**config.mk**
```make
export PLATFORM = sky130hd
export DESIGN_NAME = imm_extend_pipe_flat
export DESIGN_NICKNAME = d
export VERILOG_FILES = /design/src/rtl/imm_extend_pipe_if.sv /design/src/rtl/imm_extend_pipe.sv /design/src/flat_wrapper.sv
export SDC_FILE = /design/constraint.sdc
export NUM_CORES = 1
export LEC_CHECK = 0
export CAP_MARGIN = 20
export CORE_UTILIZATION = 45
export DETAILED_ROUTE_END_ITERATION = 16
export PLACE_DENSITY = 0.75
export SLEW_MARGIN = 20
export SYNTH_ARGS = -nofsm -noshare
export SYNTH_HDL_FRONTEND = slang
export SYNTH_SLANG_ARGS = --single-unit
```
**constraint.sdc**
```tcl
create_clock -name clk -period 7.2 [get_ports clk]
set_clock_uncertainty 0.15 [all_clocks]
set_input_delay 1.08 -clock clk [delete_from_list [all_inputs] [get_ports clk]]
set_output_delay 1.08 -clock clk [all_outputs]
set_load 0.01 [all_outputs]
```
**src/rtl/imm_extend_pipe_if.sv**
```systemverilog
// Handshake and data bundle for the pipelined immediate-extension unit.
// The producer/consumer side (decode stage driving inputs, ALU-operand
// stage taking results) uses the master modport; the unit itself uses slave.
interface imm_extend_pipe_if #(
    parameter int IN_W  = 16,
    parameter int OUT_W = 32
);
    logic              in_valid;
    logic              in_ready;
    logic [IN_W-1:0]   imm;
    logic [1:0]        mode;
    logic [OUT_W-1:0]  base;
    logic              add_base;
    logic              out_valid;
    logic              out_ready;
    logic [OUT_W-1:0]  out_data;
    logic [OUT_W-1:0]  out_ext;

    modport master (
        output in_valid,
        output imm,
        output mode,
        output base,
        output add_base,
        output out_ready,
        input  in_ready,
        input  out_valid,
        input  out_data,
        input  out_ext
    );

    modport slave (
        input  in_valid,
        input  imm,
        input  mode,
        input  base,
        input  add_base,
        input  out_ready,
        output in_ready,
        output out_valid,
        output out_data,
        output out_ext
    );
endinterface

```
**src/rtl/imm_extend_pipe.sv**
```systemverilog
// Two-stage immediate-extension unit for the multi-cycle MIPS datapath.
// Stage 1 captures the extended immediate together with the base operand and
// the add selector; stage 2 performs the optional base add and presents the
// result. A valid/ready handshake lets either end stall without losing or
// duplicating items, and results always leave in the order they arrived.
// OUT_W must be at least IN_W + BR_SHIFT so the branch shift never drops
// significant bits.
module imm_extend_pipe #(
    parameter int IN_W     = 16,
    parameter int OUT_W    = 32,
    parameter int BR_SHIFT = 2
) (
    input  logic               clk,
    input  logic               rst,
    imm_extend_pipe_if.slave   bus
);

    typedef enum logic [1:0] {
        MODE_ZERO   = 2'b00,
        MODE_SIGN   = 2'b01,
        MODE_BRANCH = 2'b10,
        MODE_UPPER  = 2'b11
    } mode_t;

    logic [OUT_W-1:0] zero_ext;
    logic [OUT_W-1:0] sign_ext;
    logic [OUT_W-1:0] ext_next;

    logic             s1_valid;
    logic [OUT_W-1:0] s1_ext;
    logic [OUT_W-1:0] s1_base;
    logic             s1_add_base;

    logic             out_valid_q;
    logic [OUT_W-1:0] out_data_q;
    logic [OUT_W-1:0] out_ext_q;

    logic [OUT_W-1:0] s2_result;
    logic             s2_adv;
    logic             s1_adv;

    // Stage 2 may move whenever it is empty or its result is being taken;
    // stage 1 may move whenever it is empty or stage 2 is making room.
    // in_ready deliberately ignores in_valid so the producer never sees a loop.
    assign s2_adv       = !out_valid_q || bus.out_ready;
    assign s1_adv       = !s1_valid || s2_adv;
    assign bus.in_ready = s1_adv;

    assign bus.out_valid = out_valid_q;
    assign bus.out_data  = out_data_q;
    assign bus.out_ext   = out_ext_q;

    // Widen the raw immediate according to the decode-supplied mode.
    always_comb begin
        zero_ext             = '0;
        zero_ext[IN_W-1:0]   = bus.imm;
        sign_ext             = {OUT_W{bus.imm[IN_W-1]}};
        sign_ext[IN_W-1:0]   = bus.imm;
        ext_next             = zero_ext;
        case (mode_t'(bus.mode))
            MODE_ZERO:   ext_next = zero_ext;
            MODE_SIGN:   ext_next = sign_ext;
            MODE_BRANCH: ext_next = sign_ext << BR_SHIFT;
            MODE_UPPER:  ext_next = zero_ext << (OUT_W - IN_W);
            default:     ext_next = zero_ext;
        endcase
    end

    // Optional base add; wraps modulo 2^OUT_W and reports no carry.
    always_comb begin
        s2_result = s1_ext;
        if (s1_add_base) begin
            s2_result = s1_base + s1_ext;
        end
    end

    // Stage 1 register: samples the inputs whenever it is allowed to move,
    // so mode/add_base only matter at the moment of transfer.
    always_ff @(posedge clk) begin
        if (rst) begin
            s1_valid    <= 1'b0;
            s1_ext      <= '0;
            s1_base     <= '0;
            s1_add_base <= 1'b0;
        end else if (s1_adv) begin
            s1_valid    <= bus.in_valid;
            s1_ext      <= ext_next;
            s1_base     <= bus.base;
            s1_add_base <= bus.add_base;
        end
    end

    // Stage 2 register: holds its result steady while the consumer stalls.
    always_ff @(posedge clk) begin
        if (rst) begin
            out_valid_q <= 1'b0;
            out_data_q  <= '0;
            out_ext_q   <= '0;
        end else if (s2_adv) begin
            out_valid_q <= s1_valid;
            out_data_q  <= s2_result;
            out_ext_q   <= s1_ext;
        end
    end

endmodule

```
**src/flat_wrapper.sv**
```systemverilog
// flat-port wrapper written by rule: the top's interface ports become plain ports
module imm_extend_pipe_flat 
#(
    parameter int IN_W     = 16,
    parameter int OUT_W    = 32,
    parameter int BR_SHIFT = 2
)
  (clk, rst, bus_in_valid, bus_imm, bus_mode, bus_base, bus_add_base, bus_out_ready, bus_in_ready, bus_out_valid, bus_out_data, bus_out_ext);
  imm_extend_pipe_if #(.IN_W(IN_W), .OUT_W(OUT_W)) bus_i ();
  input  logic clk;
  input  logic rst;
  input wire logic [$bits(bus_i.in_valid)-1:0] bus_in_valid;
  input wire logic [$bits(bus_i.imm)-1:0] bus_imm;
  input wire logic [$bits(bus_i.mode)-1:0] bus_mode;
  input wire logic [$bits(bus_i.base)-1:0] bus_base;
  input wire logic [$bits(bus_i.add_base)-1:0] bus_add_base;
  input wire logic [$bits(bus_i.out_ready)-1:0] bus_out_ready;
  output wire logic [$bits(bus_i.in_ready)-1:0] bus_in_ready;
  output wire logic [$bits(bus_i.out_valid)-1:0] bus_out_valid;
  output wire logic [$bits(bus_i.out_data)-1:0] bus_out_data;
  output wire logic [$bits(bus_i.out_ext)-1:0] bus_out_ext;
  assign bus_i.in_valid = bus_in_valid;
  assign bus_i.imm = bus_imm;
  assign bus_i.mode = bus_mode;
  assign bus_i.base = bus_base;
  assign bus_i.add_base = bus_add_base;
  assign bus_i.out_ready = bus_out_ready;
  assign bus_in_ready = bus_i.in_ready;
  assign bus_out_valid = bus_i.out_valid;
  assign bus_out_data = bus_i.out_data;
  assign bus_out_ext = bus_i.out_ext;
  imm_extend_pipe #(.IN_W(IN_W), .OUT_W(OUT_W), .BR_SHIFT(BR_SHIFT)) u_core (.clk(clk), .rst(rst), .bus(bus_i));
endmodule
```
==> results.json, run 1 <==
{
  "ys_chip_area_mm2": 0.00661,
  "grt_max_degree": 92,
  "fmax_mhz": 216,
  "layout.cells.non_filler": 1126,
  "diodes": 0,
  "tns_ns": 0,
  "cts_sinks": 131,
  "syn_nets": 938,
  "timing.final.ws_setup_ns": 2.57,
  "drive_above_1_share": 0.0507,
  "grt_use_met3": 0.0549,
  "synthArstFlopShare": 0,
  "outcome": "completed",
  "die_height_um": 123,
  "max-vdd-ir-drop_mv": 0.177,
  "yosys_cells": 851,
  "routed_wl_mm": 18.4,
  "finalMaxSlewViolations": 0,
  "fp-utilization": 0.469,
  "clockBufferDepth": 2,
  "drt_iter0_drc": 474,
  "hold_buffers": 0,
  "die_width_um": 123,
  "lay_top_count": "nand2_1",
  "grt_use_total": 0.253,
  "synth_flops": 131,
  "synthCells": 851,
  "max_slew_margin": 0.375,
  "end_kind": "output port",
  "r2r_end": "u_core.s1_ext[29]",
  "ff_type": "dfxtp_1",
  "die-area_mm2": 0.0152,
  "rr_worst_depth": 9,
  "antenna_found_initial": 0,
  "yosysWarningCount": 0,
  "htree_levels": 4,
  "fin_crit_sh": 0.643,
  "synth_cell_types": 51,
  "setup_viol": 0,
  "cts_tree": "built",
  "rsz0062_at_grt": "no",
  "nNetsFinal": 1020,
  "tool_warnings": 26,
  "cts-root-buf": "clkbuf_16"
}
-- run 1: sequential cells by signal, indices dropped and copies added (netlist names) --
name	cells
u_core.bus.out_data	32
u_core.bus.out_ext	32
u_core.s1_base	32
u_core.s1_ext	32
u_core.bus.out_valid	1
u_core.s1_add_base	1
u_core.s1_valid	1
-- run 1: worst max-delay path, stage by stage --
cell             delay (ns)
clkdlybuf4s50_1        0.45
nor2b_4                0.11
buf_4                  0.47
and2_1                 0.20
buf_4                  0.47
inv_2                  0.08
clkdlybuf4s50_1        0.50
-- run 1: logic make-up (layout without fill, tap and decap cells) --
| kind of cell | count (synthesis) | count (layout) | synth area share |
|---|---|---|---|
| AOI/OAI and AO/OA | 248 | 248 | 0.234 |
| xor gates and xnor gates | 27 | 27 | 0.0358 |
| adders and majority gates | 32 | 32 | 0.0617 |
| buffers and inverters | 73 | 168 | 0.0419 |
| DFF | 131 | 131 | 0.397 |
| muxes | 12 | 12 | 0.0184 |
| and+or+nand+nor | 328 | 328 | 0.211 |
-- run 1: through the flow --
stage	area, um2	hold WS, ns
2_1_floorplan	6610	0.282
5_1_grt	8490	0.320
3_5_place_dp	7850	0.294
6_report	8490	0.302
3_3_place_gp	7850	0.290
4_1_cts	8490	0.306
-- run 1: synthesized netlist by cell type, drive strengths merged (10+ instances only) --
| master | n | area (um2) |
|---|---|---|
| a21o | 23 | 173 |
| a221oi | 14 | 123 |
| xor2 | 10 | 87.6 |
| a211oi | 31 | 238 |
| nor3 | 39 | 195 |
| clkbuf | 55 | 206 |
| mux2i | 11 | 110 |
| nand2 | 158 | 593 |
| o21ai | 20 | 104 |
| xnor2 | 17 | 149 |
| dfxtp | 131 | 2620 |
| a21oi | 128 | 641 |
| nand3 | 13 | 65.1 |
| ha | 31 | 388 |
| nor2 | 83 | 312 |
-- run 1: area by class of cell --
cell class | count | area (um2)
Clock buffer | 20 | 467
Clock inverter | 12 | 178
Fill cell | 1279 | 5610
Inverter | 10 | 37.5
Multi-Input combinational cell | 647 | 3720
Sequential cell | 131 | 2620
Tap cell | 180 | 225
Timing Repair Buffer | 126 | 1240
-- run 1: worst min-delay path by stage --
stage | startpoint | to | slack (ns) | cells after the start
2_1_floorplan | u_core.s1_valid | u_core.bus.out_valid | 0.28 | 2
3_3_place_gp | u_core.bus.out_ext[14] | u_core.bus.out_ext[14] | 0.29 | 2
3_5_place_dp | u_core.bus.out_ext[2] | u_core.bus.out_ext[2] | 0.29 | 2
4_1_cts | u_core.bus.out_ext[20] | u_core.bus.out_ext[20] | 0.31 | 2
5_1_grt | u_core.bus.out_ext[23] | u_core.bus.out_ext[23] | 0.32 | 2
6_report | u_core.bus.out_ext[23] | u_core.bus.out_ext[23] | 0.30 | 2
-- run 1: routing by layer --
| metal | wire, um | share of wire |
|---|---|---|
| met3 | 1220 | 0.066 |
| met2 | 8040 | 0.44 |
| met4 | 225 | 0.012 |
| met1 | 8930 | 0.48 |
| met5 | 0 | 0 |
-- run 1: where the power goes --
part	internal [mW]	switching, mW	total [mW]
registers	0.770	0.0379	0.808
clock network	0.607	0.332	0.938
logic	0.145	0.160	0.306
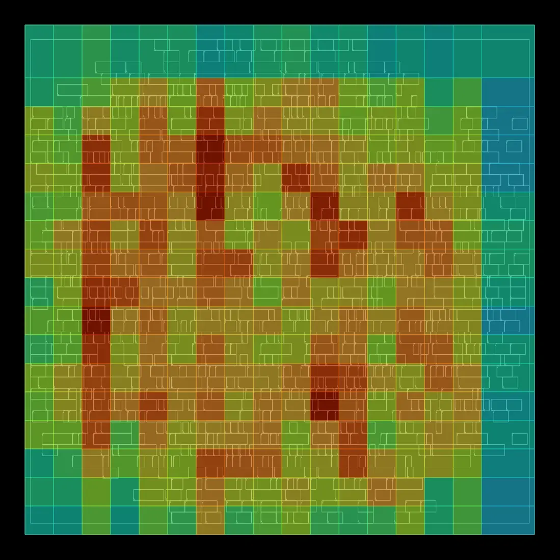
**Above:** run 1 (routing congestion map).
final core utilization: 0.602
WL/cell: 16.3 um

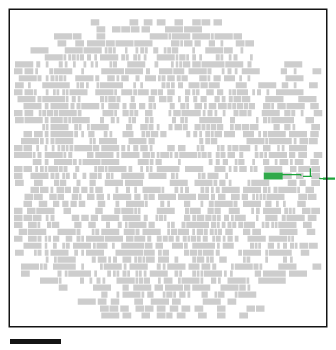
**Above:** run 1 (nets reached from selected ports).
Bar = 20 um.
| port | color | bits | direction | edge | end cells | buffers | wire |
|---|---|---|---|---|---|---|---|
| bus_out_valid | green | 1 | output | east | 1 | 1 | 16.2 um |
IO Pins: 121
Port Buffers: 120

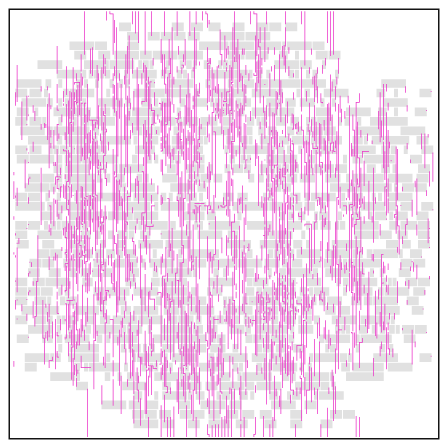
**Above:** run 1 (signal wires on met2).
Cells faint in the background.
longest straight run: 35.5 um
nets with wire on the layer: 835
main direction: vertical
wire length on this layer: 8040 um

==> run 2, diff against run 1 <==
PLACE_DENSITY = 0.78   (was 0.75)
clock period = 4 ns   (was 7.2 ns; I/O delays follow)
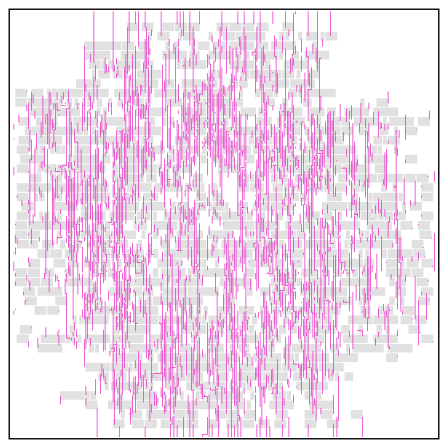
**Above:** run 2 (signal wires on met2).
Cells faint in the background.
wire length on this layer: 7930 um
nets with wire on the layer: 848
main direction: vertical
longest straight run: 40.0 um

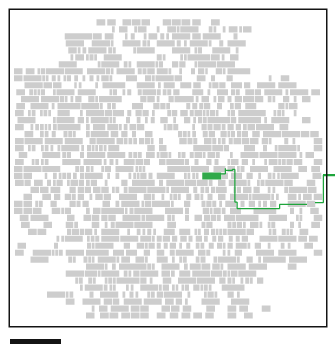
**Above:** run 2 (nets reached from selected ports).
Bar = 20 um.
| port | color | bits | direction | edge | end cells | buffers | wire |
|---|---|---|---|---|---|---|---|
| bus_out_valid | green | 1 | output | east | 1 | 1 | 67.6 um |

==> run 2 against run 1 <==
Register-to-register slack got worse by 3.1 ns. Synthesized cell count unchanged. Non-clock buffer count rose by 5. Clock-buffer cell count unchanged. Global-route usage barely moved. Die area unchanged. Critical endpoint is now u_core.bus.out_data[28]. Largest cell class unchanged.
==> results.json, run 2 <==
{
  "outcome": "completed",
  "cts_tree": "built",
  "drive_above_1_share": 0.0557,
  "fin_crit_sh": 0.769,
  "clockBufferDepth": 2,
  "antenna_found_initial": 0,
  "topRoutingLayerUsed": "met4",
  "portBuffers": 120,
  "logic_area_mm2": 0.00372,
  "nNetsFinal": 1025,
  "dr_wl_met2_mm": 7.93,
  "rsz0062_at_grt": "no",
  "wl_per_cell_um": 16.3,
  "lay_top_count": "nand2_1",
  "yosysWarningCount": 0,
  "fillers": 1277,
  "htree_levels": 4,
  "cp_slowest_cell": "a2111oi_0",
  "regArea_mm2": 0.00262,
  "synth_flops": 131,
  "max-vdd-ir-drop_mv": 0.316,
  "diodes": 0,
  "path_cells": "ha_1 > fa_1 > a21o_1 > nand4_1 > a31oi_1 > o21ai_1 > o21ai_2 > nand3_1 > nand2_1 > nor3_1 > a2111oi_0",
  "finalMaxSlewViolations": 0,
  "drt_iter0_drc": 457,
  "hold_buffers": 0,
  "setup_viol": 0,
  "grt_use_total": 0.253,
  "max_slew_margin": 0.470,
  "synthArstFlopShare": 0,
  "die-area_mm2": 0.0152
}
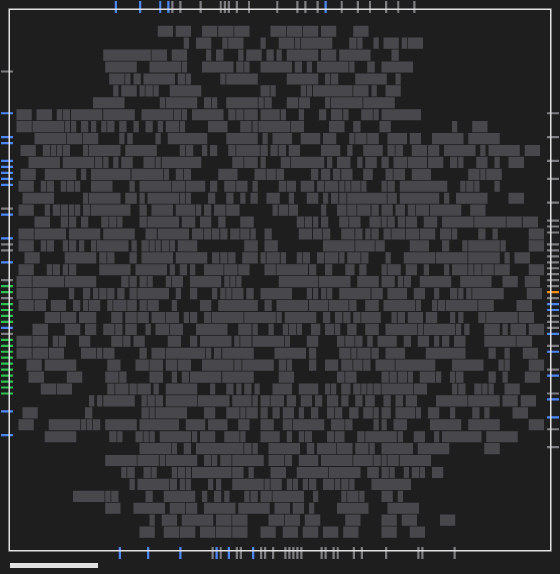
**Above:** run 2 (ports around the boundary).
Bar = 20 um. Pins as bars across the die edge, other pins in gray.
| port | color | pins | direction | edge |
|---|---|---|---|---|
| bus_out_valid | orange | 1 | output | east |
| bus_imm | green | 16 | input | west |
| bus_out_ext | blue | 32 | output | 14 west, 7 east, 6 south, 5 north |
all pins by edge: 37 west, 33 east, 28 south, 23 north
die height: 123 um
die width: 123 um

[run 2: cells by family after synthesis]
family,Yosys count,synth area share
multiplexers,12,0.0184
flip-flops,131,0.397
XOR/XNOR,27,0.0358
buffers and inverters,73,0.0419
AND-OR/OR-AND,248,0.234
AND/OR/NAND/NOR,328,0.211
adder cells (fa/ha/maj),32,0.0617
[run 2: power by group]
group,internal (mW),switching [mW]
logic,0.265,0.287
clock network,1.03,0.585
registers,1.39,0.0717
total,2.68,0.944
[run 2: routing by layer]
metal | vias up | GRT usage
met1 | 3030 | 0.366
met5 | - | 0
met2 | 241 | 0.367
met4 | 0 | 0.102
li1 | 3187 | -
met3 | 25 | 0.0489
[run 2: final timing paths]
check / from / to / slack (ns) / cells after the start
setup / recovery: u_core.s1_ext[0] / u_core.bus.out_data[28] / 0.92 / 11
hold / removal: u_core.bus.out_ext[8] / u_core.bus.out_ext[8] / 0.30 / 2
setup reg to reg: u_core.s1_ext[0] / u_core.bus.out_data[28] / 0.92 / 11
hold reg to reg: u_core.bus.out_ext[8] / u_core.bus.out_ext[8] / 0.30 / 2
[run 2: cell type report]
cell class | count | area share
clock buffer | 20 | 0.0549
multi-input combinational | 647 | 0.437
clock inverter | 12 | 0.0182
tap | 180 | 0.0265
timing repair buffer | 131 | 0.151
sequential | 131 | 0.308
inverter | 10 | 0.00441
[run 2: stage by stage]
stage               cell area, um2  power, mW  hold WS, ns   util  worst slack, ns
detailed placement            7880       2.03        0.294  0.559            0.965
global route                  8510       3.77        0.316  0.603            0.690
CTS                           8510       3.64        0.301  0.603            0.965
global placement              7880       2.02        0.288  0.559             1.08
floorplan                     6610       1.79        0.282      -             1.42
finish                        8510       3.62        0.298  0.603            0.925
[run 2: critical path: cells and delay by family, from the launching register on]
family	cells	cell delay (ns)
compound gates	5	1.49
fa+ha+maj	2	0.44
flops	1	0.38
simple gates	4	0.44
Power and IR drop assume default switching activity.
